`src/rtl/m_pcpi_pkg.sv`:
```
// m_pcpi_pkg: shared FSM states, M-extension opcode fields and decode helper for the PCPI initiator
package m_pcpi_pkg;
  typedef enum logic [1:0] {IDLE, ISSUE, RESP} state_e;
  localparam logic [6:0] OPCODE_OP = 7'b0110011;
  localparam logic [6:0] FUNCT7_MULDIV = 7'b0000001;
  function automatic logic is_m_insn(input logic [31:0] insn);
    return insn[6:0] == OPCODE_OP && insn[31:25] == FUNCT7_MULDIV;
  endfunction
endpackage

```
`src/rtl/m_pcpi_if.sv`:
```
// m_pcpi_if: core request/response channel plus PCPI bus between pipeline, initiator and responder
// master: initiator view (takes req_*, resp_ready, pcpi_wr/rd/wait/ready; drives the rest)
// slave : core + responder view (the opposite directions)
interface m_pcpi_if #(parameter int LAT_W = 16) ();
  logic             req_valid;
  logic             req_ready;
  logic [31:0]      req_insn;
  logic [31:0]      req_rs1;
  logic [31:0]      req_rs2;
  logic             resp_valid;
  logic             resp_ready;
  logic             resp_wr;
  logic [31:0]      resp_rd;
  logic             resp_trap;
  logic [LAT_W-1:0] resp_cycles;
  logic             pcpi_valid;
  logic [31:0]      pcpi_insn;
  logic [31:0]      pcpi_rs1;
  logic [31:0]      pcpi_rs2;
  logic             pcpi_wr;
  logic [31:0]      pcpi_rd;
  logic             pcpi_wait;
  logic             pcpi_ready;
  modport master (
    input  req_valid, req_insn, req_rs1, req_rs2, resp_ready,
           pcpi_wr, pcpi_rd, pcpi_wait, pcpi_ready,
    output req_ready, resp_valid, resp_wr, resp_rd, resp_trap, resp_cycles,
           pcpi_valid, pcpi_insn, pcpi_rs1, pcpi_rs2
  );
  modport slave (
    output req_valid, req_insn, req_rs1, req_rs2, resp_ready,
           pcpi_wr, pcpi_rd, pcpi_wait, pcpi_ready,
    input  req_ready, resp_valid, resp_wr, resp_rd, resp_trap, resp_cycles,
           pcpi_valid, pcpi_insn, pcpi_rs1, pcpi_rs2
  );
endinterface

```
`src/rtl/m_pcpi_watchdog.sv`:
```
// m_pcpi_watchdog: no-response timer for one PCPI request
// start_i/clear_i reset the timer; tick_i marks an ISSUE cycle without pcpi_ready;
// wait_i (pcpi_wait) disarms it for the rest of the request; expired_o fires on the
// cycle the count reaches TIMEOUT_CYCLES.
module m_pcpi_watchdog #(
  parameter int TIMEOUT_CYCLES = 16
) (
  input  logic clk,
  input  logic reset,
  input  logic start_i,
  input  logic tick_i,
  input  logic wait_i,
  input  logic clear_i,
  output logic expired_o
);
  localparam int CW = $clog2(TIMEOUT_CYCLES + 1);
  logic [CW-1:0] cnt_q, cnt_d;
  logic busy_q, busy_d;
  always_comb begin
    cnt_d = cnt_q;
    busy_d = busy_q;
    if (start_i || clear_i) begin
      cnt_d = '0;
      busy_d = 1'b0;
    end else if (tick_i) begin
      busy_d = busy_q | wait_i;
      cnt_d = (wait_i || busy_q) ? cnt_q : cnt_q + CW'(1);
    end
  end
  // Expiry is judged on the pre-increment count so the trap lands on the TIMEOUT_CYCLES-th tick.
  assign expired_o = tick_i && !wait_i && !busy_q && cnt_q == CW'(TIMEOUT_CYCLES - 1);
  always_ff @(posedge clk or posedge reset) begin
    if (reset) begin
      cnt_q <= '0;
      busy_q <= 1'b0;
    end else begin
      cnt_q <= cnt_d;
      busy_q <= busy_d;
    end
  end
endmodule

```
`src/rtl/m_pcpi_initiator.sv`:
```
// m_pcpi_initiator: core-side PCPI initiator; issues one request, waits for ready/timeout, returns rd/wr/trap
// Ports: clk, reset (async active-high), bus (m_pcpi_if.master) carrying the core
// req/resp channel and the PCPI bus. One request outstanding at a time.
module m_pcpi_initiator
  import m_pcpi_pkg::*;
#(
  parameter int TIMEOUT_CYCLES = 16,
  parameter int FILTER_M = 0,
  parameter int LAT_W = 16
) (
  input logic clk,
  input logic reset,
  m_pcpi_if.master bus
);
  state_e state_q, state_d;
  logic [31:0] insn_q, insn_d, rs1_q, rs1_d, rs2_q, rs2_d, rd_q, rd_d;
  logic wr_q, wr_d, trap_q, trap_d;
  logic [LAT_W-1:0] cyc_q, cyc_d;
  logic accept, wd_tick, wd_clear, wd_expired;
  assign accept = state_q == IDLE && bus.req_valid;
  assign wd_tick = state_q == ISSUE && !bus.pcpi_ready;
  assign wd_clear = state_q == RESP && bus.resp_ready;
  m_pcpi_watchdog #(.TIMEOUT_CYCLES(TIMEOUT_CYCLES)) u_wd (
    .clk(clk),
    .reset(reset),
    .start_i(accept),
    .tick_i(wd_tick),
    .wait_i(bus.pcpi_wait),
    .clear_i(wd_clear),
    .expired_o(wd_expired)
  );
  always_comb begin
    state_d = state_q;
    insn_d = insn_q;
    rs1_d = rs1_q;
    rs2_d = rs2_q;
    rd_d = rd_q;
    wr_d = wr_q;
    trap_d = trap_q;
    cyc_d = cyc_q;
    case (state_q)
      IDLE: if (bus.req_valid) begin
        insn_d = bus.req_insn;
        rs1_d = bus.req_rs1;
        rs2_d = bus.req_rs2;
        rd_d = '0;
        wr_d = 1'b0;
        cyc_d = '0;
        // Filtered instructions never reach the bus: trap straight into RESP.
        trap_d = FILTER_M != 0 && !is_m_insn(bus.req_insn);
        state_d = trap_d ? RESP : ISSUE;
      end
      ISSUE: begin
        cyc_d = &cyc_q ? cyc_q : cyc_q + LAT_W'(1);
        if (bus.pcpi_ready) begin
          wr_d = bus.pcpi_wr;
          rd_d = bus.pcpi_wr ? bus.pcpi_rd : '0;
          trap_d = 1'b0;
          state_d = RESP;
        end else if (wd_expired) begin
          trap_d = 1'b1;
          state_d = RESP;
        end
      end
      RESP: state_d = bus.resp_ready ? IDLE : RESP;
      default: state_d = IDLE;
    endcase
  end
  always_ff @(posedge clk or posedge reset) begin
    if (reset) begin
      state_q <= IDLE;
      insn_q <= '0;
      rs1_q <= '0;
      rs2_q <= '0;
      rd_q <= '0;
      wr_q <= 1'b0;
      trap_q <= 1'b0;
      cyc_q <= '0;
    end else begin
      state_q <= state_d;
      insn_q <= insn_d;
      rs1_q <= rs1_d;
      rs2_q <= rs2_d;
      rd_q <= rd_d;
      wr_q <= wr_d;
      trap_q <= trap_d;
      cyc_q <= cyc_d;
    end
  end
  // Handshake strobes decode straight from the state register, so reset drops them at once.
  assign bus.req_ready = state_q == IDLE;
  assign bus.pcpi_valid = state_q == ISSUE;
  assign bus.resp_valid = state_q == RESP;
  assign bus.pcpi_insn = insn_q;
  assign bus.pcpi_rs1 = rs1_q;
  assign bus.pcpi_rs2 = rs2_q;
  assign bus.resp_wr = wr_q;
  assign bus.resp_rd = rd_q;
  assign bus.resp_trap = trap_q;
  assign bus.resp_cycles = cyc_q;
endmodule

```
`src/flat_wrapper.sv`:
```
// flat-port wrapper written by rule: the top's interface ports become plain ports
module m_pcpi_initiator_flat import m_pcpi_pkg::*;
#(
  parameter int TIMEOUT_CYCLES = 16,
  parameter int FILTER_M = 0,
  parameter int LAT_W = 16
)
  (clk, reset, bus_req_valid, bus_req_insn, bus_req_rs1, bus_req_rs2, bus_resp_ready, bus_pcpi_wr, bus_pcpi_rd, bus_pcpi_wait, bus_pcpi_ready, bus_req_ready, bus_resp_valid, bus_resp_wr, bus_resp_rd, bus_resp_trap, bus_resp_cycles, bus_pcpi_valid, bus_pcpi_insn, bus_pcpi_rs1, bus_pcpi_rs2);
  m_pcpi_if #(.LAT_W(LAT_W)) bus_i ();
  input logic clk;
  input logic reset;
  input wire logic [$bits(bus_i.req_valid)-1:0] bus_req_valid;
  input wire logic [$bits(bus_i.req_insn)-1:0] bus_req_insn;
  input wire logic [$bits(bus_i.req_rs1)-1:0] bus_req_rs1;
  input wire logic [$bits(bus_i.req_rs2)-1:0] bus_req_rs2;
  input wire logic [$bits(bus_i.resp_ready)-1:0] bus_resp_ready;
  input wire logic [$bits(bus_i.pcpi_wr)-1:0] bus_pcpi_wr;
  input wire logic [$bits(bus_i.pcpi_rd)-1:0] bus_pcpi_rd;
  input wire logic [$bits(bus_i.pcpi_wait)-1:0] bus_pcpi_wait;
  input wire logic [$bits(bus_i.pcpi_ready)-1:0] bus_pcpi_ready;
  output wire logic [$bits(bus_i.req_ready)-1:0] bus_req_ready;
  output wire logic [$bits(bus_i.resp_valid)-1:0] bus_resp_valid;
  output wire logic [$bits(bus_i.resp_wr)-1:0] bus_resp_wr;
  output wire logic [$bits(bus_i.resp_rd)-1:0] bus_resp_rd;
  output wire logic [$bits(bus_i.resp_trap)-1:0] bus_resp_trap;
  output wire logic [$bits(bus_i.resp_cycles)-1:0] bus_resp_cycles;
  output wire logic [$bits(bus_i.pcpi_valid)-1:0] bus_pcpi_valid;
  output wire logic [$bits(bus_i.pcpi_insn)-1:0] bus_pcpi_insn;
  output wire logic [$bits(bus_i.pcpi_rs1)-1:0] bus_pcpi_rs1;
  output wire logic [$bits(bus_i.pcpi_rs2)-1:0] bus_pcpi_rs2;
  assign bus_i.req_valid = bus_req_valid;
  assign bus_i.req_insn = bus_req_insn;
  assign bus_i.req_rs1 = bus_req_rs1;
  assign bus_i.req_rs2 = bus_req_rs2;
  assign bus_i.resp_ready = bus_resp_ready;
  assign bus_i.pcpi_wr = bus_pcpi_wr;
  assign bus_i.pcpi_rd = bus_pcpi_rd;
  assign bus_i.pcpi_wait = bus_pcpi_wait;
  assign bus_i.pcpi_ready = bus_pcpi_ready;
  assign bus_req_ready = bus_i.req_ready;
  assign bus_resp_valid = bus_i.resp_valid;
  assign bus_resp_wr = bus_i.resp_wr;
  assign bus_resp_rd = bus_i.resp_rd;
  assign bus_resp_trap = bus_i.resp_trap;
  assign bus_resp_cycles = bus_i.resp_cycles;
  assign bus_pcpi_valid = bus_i.pcpi_valid;
  assign bus_pcpi_insn = bus_i.pcpi_insn;
  assign bus_pcpi_rs1 = bus_i.pcpi_rs1;
  assign bus_pcpi_rs2 = bus_i.pcpi_rs2;
  m_pcpi_initiator #(.TIMEOUT_CYCLES(TIMEOUT_CYCLES), .FILTER_M(FILTER_M), .LAT_W(LAT_W)) u_core (.clk(clk), .reset(reset), .bus(bus_i));
endmodule
```
`config.mk`:
```
export PLATFORM = sky130hd
export DESIGN_NAME = m_pcpi_initiator_flat
export DESIGN_NICKNAME = d
export VERILOG_FILES = /design/src/rtl/m_pcpi_pkg.sv /design/src/rtl/m_pcpi_if.sv /design/src/rtl/m_pcpi_watchdog.sv /design/src/rtl/m_pcpi_initiator.sv /design/src/flat_wrapper.sv
export SDC_FILE = /design/constraint.sdc
export NUM_CORES = 1
export LEC_CHECK = 0
export ABC_AREA = 1
export ABC_CLOCK_PERIOD_IN_PS = 4850
export CORE_MARGIN = 8
export CORE_UTILIZATION = 38
export DETAILED_ROUTE_END_ITERATION = 12
export HOLD_SLACK_MARGIN = 0.15
export PLACE_DENSITY = 0.72
export SLEW_MARGIN = 10
export SYNTH_ARGS = -nofsm -noshare
export SYNTH_HDL_FRONTEND = slang
export SYNTH_SLANG_ARGS = --single-unit
export TNS_END_PERCENT = 50
```
`constraint.sdc`:
```
create_clock -name clk -period 4.85 [get_ports clk]
set_clock_uncertainty 0.2 [all_clocks]
set_input_delay 0.7275 -clock clk [delete_from_list [all_inputs] [get_ports clk]]
set_output_delay 0.7275 -clock clk [all_outputs]
set_load 0.005 [all_outputs]
```
==> metrics.csv, run 1 <==
metric,value,unit
Met1 Wirelength,7.45,mm
Setup crit end,u_core.bus.resp_rd[30],
CTS root buf,clkbuf_16,
Crit Path Category,in -> reg,
switch share,28.8,%
first-pass GRT wire length,29.9,mm
HP Start,u_core.u_wd.cnt_q[4],
synthesized area,6540,sq um
mux share,17.6,%
Clk network pwr share,23.8,%
CTS buffer count,17,
CP startpoint kind,primary input,
clk tree area frac,6.06,%
Post-synth EDFFs,0,
port bufs,283,
synthesis-stage register bit count,154,
Synth Instances,537,
chip area,21700,sq um
I/O Pins,284,
placeable core region,17100,sq um
fp util,38.3,%
Top cells excl fill/tap,"clkdlybuf4s50_1, dfrtp_1, mux2_2",
largest net degree at the start of global routing,71,
reg-to-reg critical path startpoint,u_core.state_q[0],
status,"complete, no violations",
Max Freq,336,MHz
CP peak stage delay,0.71,ns
Figure 1. Cell outlines without signal wires (run 1).
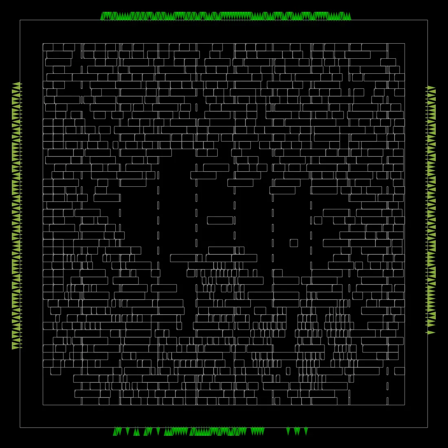
post-layout util: 59.7%
fraction of area in registers: 37.9%

Figure 2. Close-up of the layout (run 1).
Region (54, 24) to (94, 64) microns. Cells in grey, sequential cells in the stronger grey; small squares are vias.
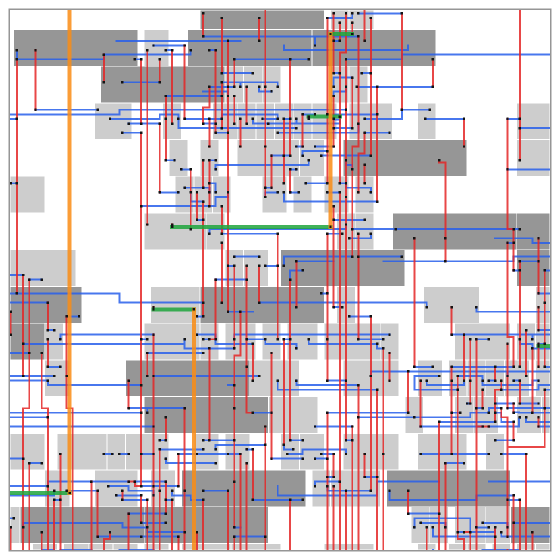
colour	layer
red	metal 2
blue	metal 1
green	metal 3
orange	metal 4
netlist names of flops here include	`u_core.u_wd.cnt_q` (5), `u_core.bus.resp_rd` (4), `u_core.bus.resp_cycles` (2)
sequential cells in the window	16
most frequent	nand2_1 (21), dfrtp_1 (16), inv_1 (11)
cells with their middle in the window	102

Figure 3. M3 wires (run 1).
Bar = 50 microns.
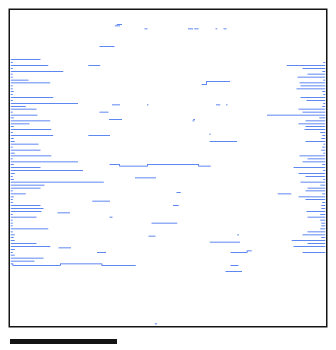
share of all routed wire	6.9%
main direction	horizontal
wire length on this layer	1310 microns
nets with wire on the layer	153
longest straight run	43.0 microns
drt total wl: 19.0 mm
M3 GR Usage: 5.78%
vias post-DR: 5013

Figure 4. Metal layers overlaid (run 1).
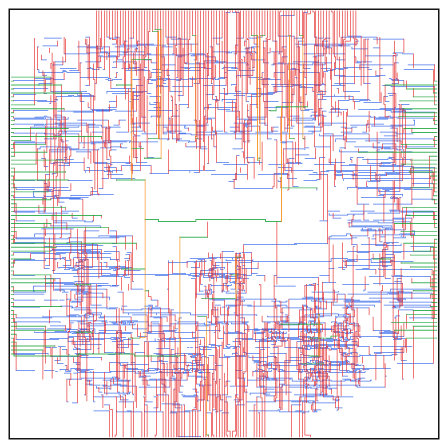
colour	layer	wire length
orange	metal 4	519 microns
green	metal 3	1310 microns
blue	metal 1	7450 microns
red	metal 2	9730 microns
Total GRT Usage: 17.4%
mean routed wirelength per cell: 17.9 microns

Figure 5. Clock distribution (run 1).
Bar = 50 microns.
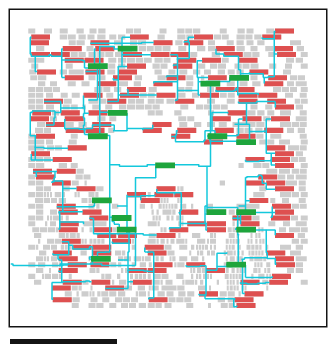

## Run 2: what changed since run 1
--- a/config.mk
+++ b/config.mk
@@ -6,12 +6,12 @@
 export NUM_CORES = 1
 export LEC_CHECK = 0
 export ABC_AREA = 1
-export ABC_CLOCK_PERIOD_IN_PS = 4850
+export ABC_CLOCK_PERIOD_IN_PS = 2800
 export CORE_MARGIN = 8
-export CORE_UTILIZATION = 38
+export CORE_UTILIZATION = 42
 export DETAILED_ROUTE_END_ITERATION = 12
 export HOLD_SLACK_MARGIN = 0.15
-export PLACE_DENSITY = 0.72
+export PLACE_DENSITY = 0.76
 export SLEW_MARGIN = 10
 export SYNTH_ARGS = -nofsm -noshare
 export SYNTH_HDL_FRONTEND = slang
==> constraint.sdc (replaced) <==
create_clock -name clk -period 2.8 [get_ports clk]
set_clock_uncertainty 0.2 [all_clocks]
set_input_delay 0.42 -clock clk [delete_from_list [all_inputs] [get_ports clk]]
set_output_delay 0.42 -clock clk [all_outputs]
set_load 0.005 [all_outputs]
Figure 6. Clock distribution (run 2).
Bar = 50 microns.
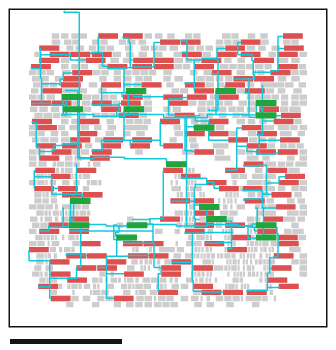
[red] flip-flops | count: 154
[cyan] clock wires | length: 1960 microns
[green] clock drivers | count: 17
routed clock nets	18
Power Clock: 2400 uW
Clk network pwr share: 23.6%
later-pin clock latency in the skew report: 0.41 ns

Figure 7. M3 wires (run 2).
Bar = 50 microns.
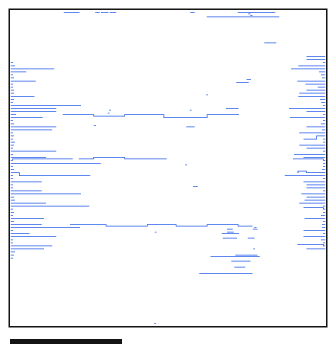
main direction	horizontal
longest straight run	39.8 microns
vias post-DR: 5076
M3 GR Usage: 6.92%
drt total wl: 19.5 mm

Figure 8. Metal layers overlaid (run 2).
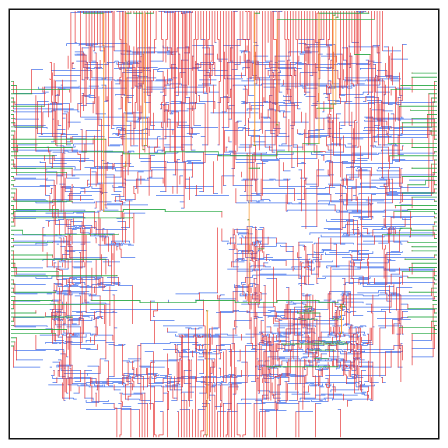
colour	layer	wire length
blue	metal 1	7440 microns
orange	metal 4	483 microns
red	metal 2	10200 microns
green	metal 3	1370 microns

==> run 2 against run 1 <==
  * Global-route usage increased by 2.4 points
  * Utilization increased by 7.5 points
  * Sequential cell count unchanged
  * Highest routed layer unchanged
  * Synthesized cell count unchanged
  * Critical path depth decreased by 3
==> metrics.csv, run 2 <==
metric,value,unit
final period utilization,86.3,%
largest net degree at the start of global routing,75,
mux share,17.6,%
synthesis-stage register bit count,154,
CTS buffer count,17,
fraction of area in registers,37.7,%
placeable core region,15200,sq um
crit path buf inv count,3,
Seq Cell Count,154,
leading power group,combinational logic,
port bufs,283,
Total Power,10200,uW
Final HPWL DP,14.9,mm
Met1 Wirelength,7.44,mm
htree depth,4,
Setup crit end,bus_pcpi_valid,
Internal Power,7190,uW
Crit Path Category,reg -> out,
fa+ha+maj area frac,0.574,%
first-pass GRT wire length,30.8,mm
clk tree area frac,6.07,%
slowest cell on the critical path,clkdlybuf4s50_1,
Main logic family,multiplexers,
I/O Pins,284,
status,"complete, no violations",
reg-to-reg critical path startpoint,u_core.bus.resp_cycles[0],
mean routed wirelength per cell,19.0,microns
Basic Gates by Area,8.65,%
Top cells excl fill/tap,"clkdlybuf4s50_1, dfrtp_1, mux2_2",
CP peak stage delay,0.54,ns
Synth Instances,537,
Max Freq,414,MHz
fp util,43.0,%
"Largest delay share family, worst path",buffers and inverters,
chip area,19800,sq um
Total GRT Usage,19.8,%
synthesized area,6540,sq um
post-layout util,67.2,%
CTS root buf,clkbuf_16,
CP startpoint kind,flip-flop,
switch share,29.2,%
initial antenna violation count,1,
Cell Type Count,29,
Post-synth EDFFs,0,
nonclk buf count,290,
Figure 9. Close-up of the layout (run 2).
Region (50, 22) to (90, 62) microns. Cells in grey, sequential cells in the stronger grey; small squares are vias.
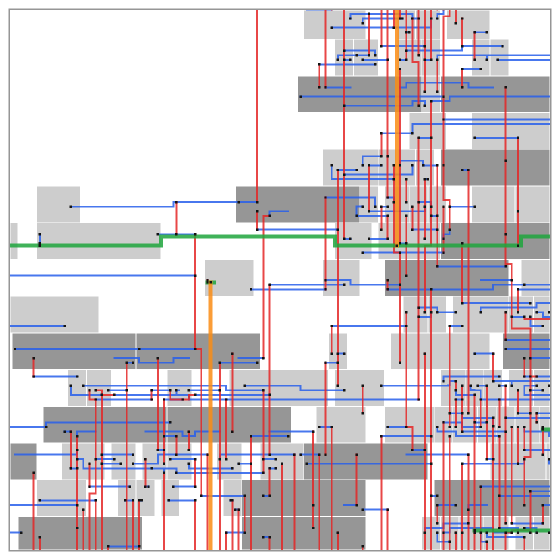

## Run 3: what changed since run 2
--- a/config.mk
+++ b/config.mk
@@ -6,12 +6,13 @@
 export NUM_CORES = 1
 export LEC_CHECK = 0
 export ABC_AREA = 1
-export ABC_CLOCK_PERIOD_IN_PS = 2800
+export ABC_CLOCK_PERIOD_IN_PS = 2400
 export CORE_MARGIN = 8
 export CORE_UTILIZATION = 42
 export DETAILED_ROUTE_END_ITERATION = 12
 export HOLD_SLACK_MARGIN = 0.15
 export PLACE_DENSITY = 0.76
+export SETUP_SLACK_MARGIN = 0.02
 export SLEW_MARGIN = 10
 export SYNTH_ARGS = -nofsm -noshare
 export SYNTH_HDL_FRONTEND = slang
==> constraint.sdc (replaced) <==
create_clock -name clk -period 2.4 [get_ports clk]
set_clock_uncertainty 0.2 [all_clocks]
set_input_delay 0.36 -clock clk [delete_from_list [all_inputs] [get_ports clk]]
set_output_delay 0.36 -clock clk [all_outputs]
set_load 0.005 [all_outputs]
Figure 10. Close-up of the layout (run 3).
Region (50, 22) to (90, 62) microns. Cells in grey, sequential cells in the stronger grey; small squares are vias.
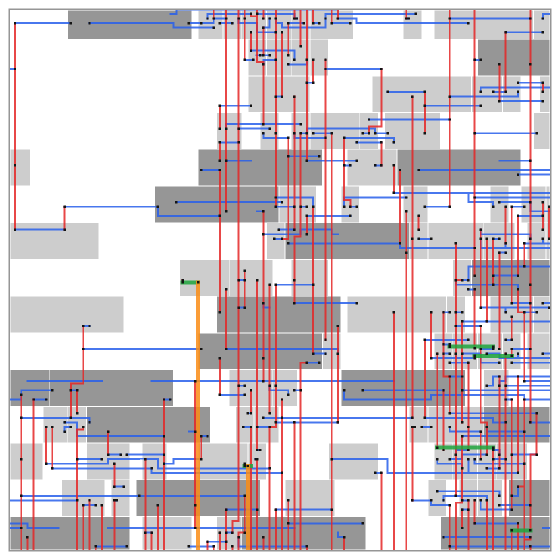
colour	layer
green	metal 3
orange	metal 4
red	metal 2
blue	metal 1
sequential cells in the window	17
most frequent	nand2_1 (17), dfrtp_1 (17), inv_1 (8)
netlist names of flops here include	`u_core.bus.resp_rd` (6), `u_core.bus.resp_cycles` (5), `u_core.u_wd.cnt_q` (2)
cells with their middle in the window	94

Figure 11. Clock distribution (run 3).
Bar = 50 microns.
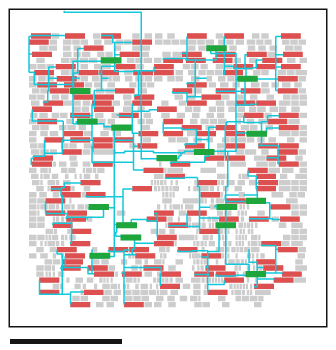
[red] flip-flops | count: 154
[green] clock drivers | count: 17
[cyan] clock wires | length: 1910 microns
routed clock nets	18

Figure 12. M3 wires (run 3).
Bar = 50 microns.
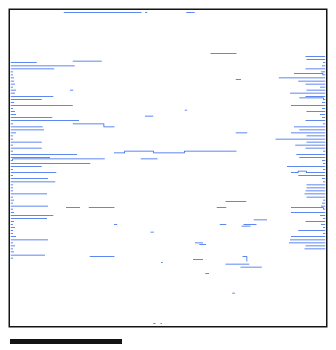
longest straight run	40.9 microns
share of all routed wire	6.9%
drt total wl: 19.1 mm
vias post-DR: 4983
M3 GR Usage: 5.94%

==> run 3 against run 2 <==
  * Synthesized cell count did not move
  * Utilization is 0.099 points higher
  * Wire length shrank 2.2%
  * Global-route usage shrank 0.51 points
  * Die size unchanged
==> metrics.csv, run 3 <==
metric,value,unit
status,"complete, no violations",
placeable core region,15200,sq um
leading power group,combinational logic,
fp util,43.0,%
slowest cell on the critical path,clkdlybuf4s50_1,
synthesized area,6540,sq um
chip area,19800,sq um
Final HPWL DP,14.7,mm
later-pin clock latency in the skew report,0.42,ns
final period utilization,95.3,%
Post-synth EDFFs,0,
htree depth,4,
crit path buf inv count,3,
initial antenna violation count,1,
Power Clock,2580,uW
switch share,29.8,%
Synth Instances,537,
HP Start,bus_pcpi_rd[24],
CP peak stage delay,0.53,ns
synthesis-stage register bit count,154,
Top cells excl fill/tap,"clkdlybuf4s50_1, dfrtp_1, mux2_2",
nonclk buf count,293,
Setup crit end,bus_pcpi_valid,
Basic Gates by Area,8.65,%
CTS buffer count,17,
Met1 Wirelength,7.38,mm
Cell Type Count,29,
Max Freq,437,MHz
Power and IR drop assume default switching activity.
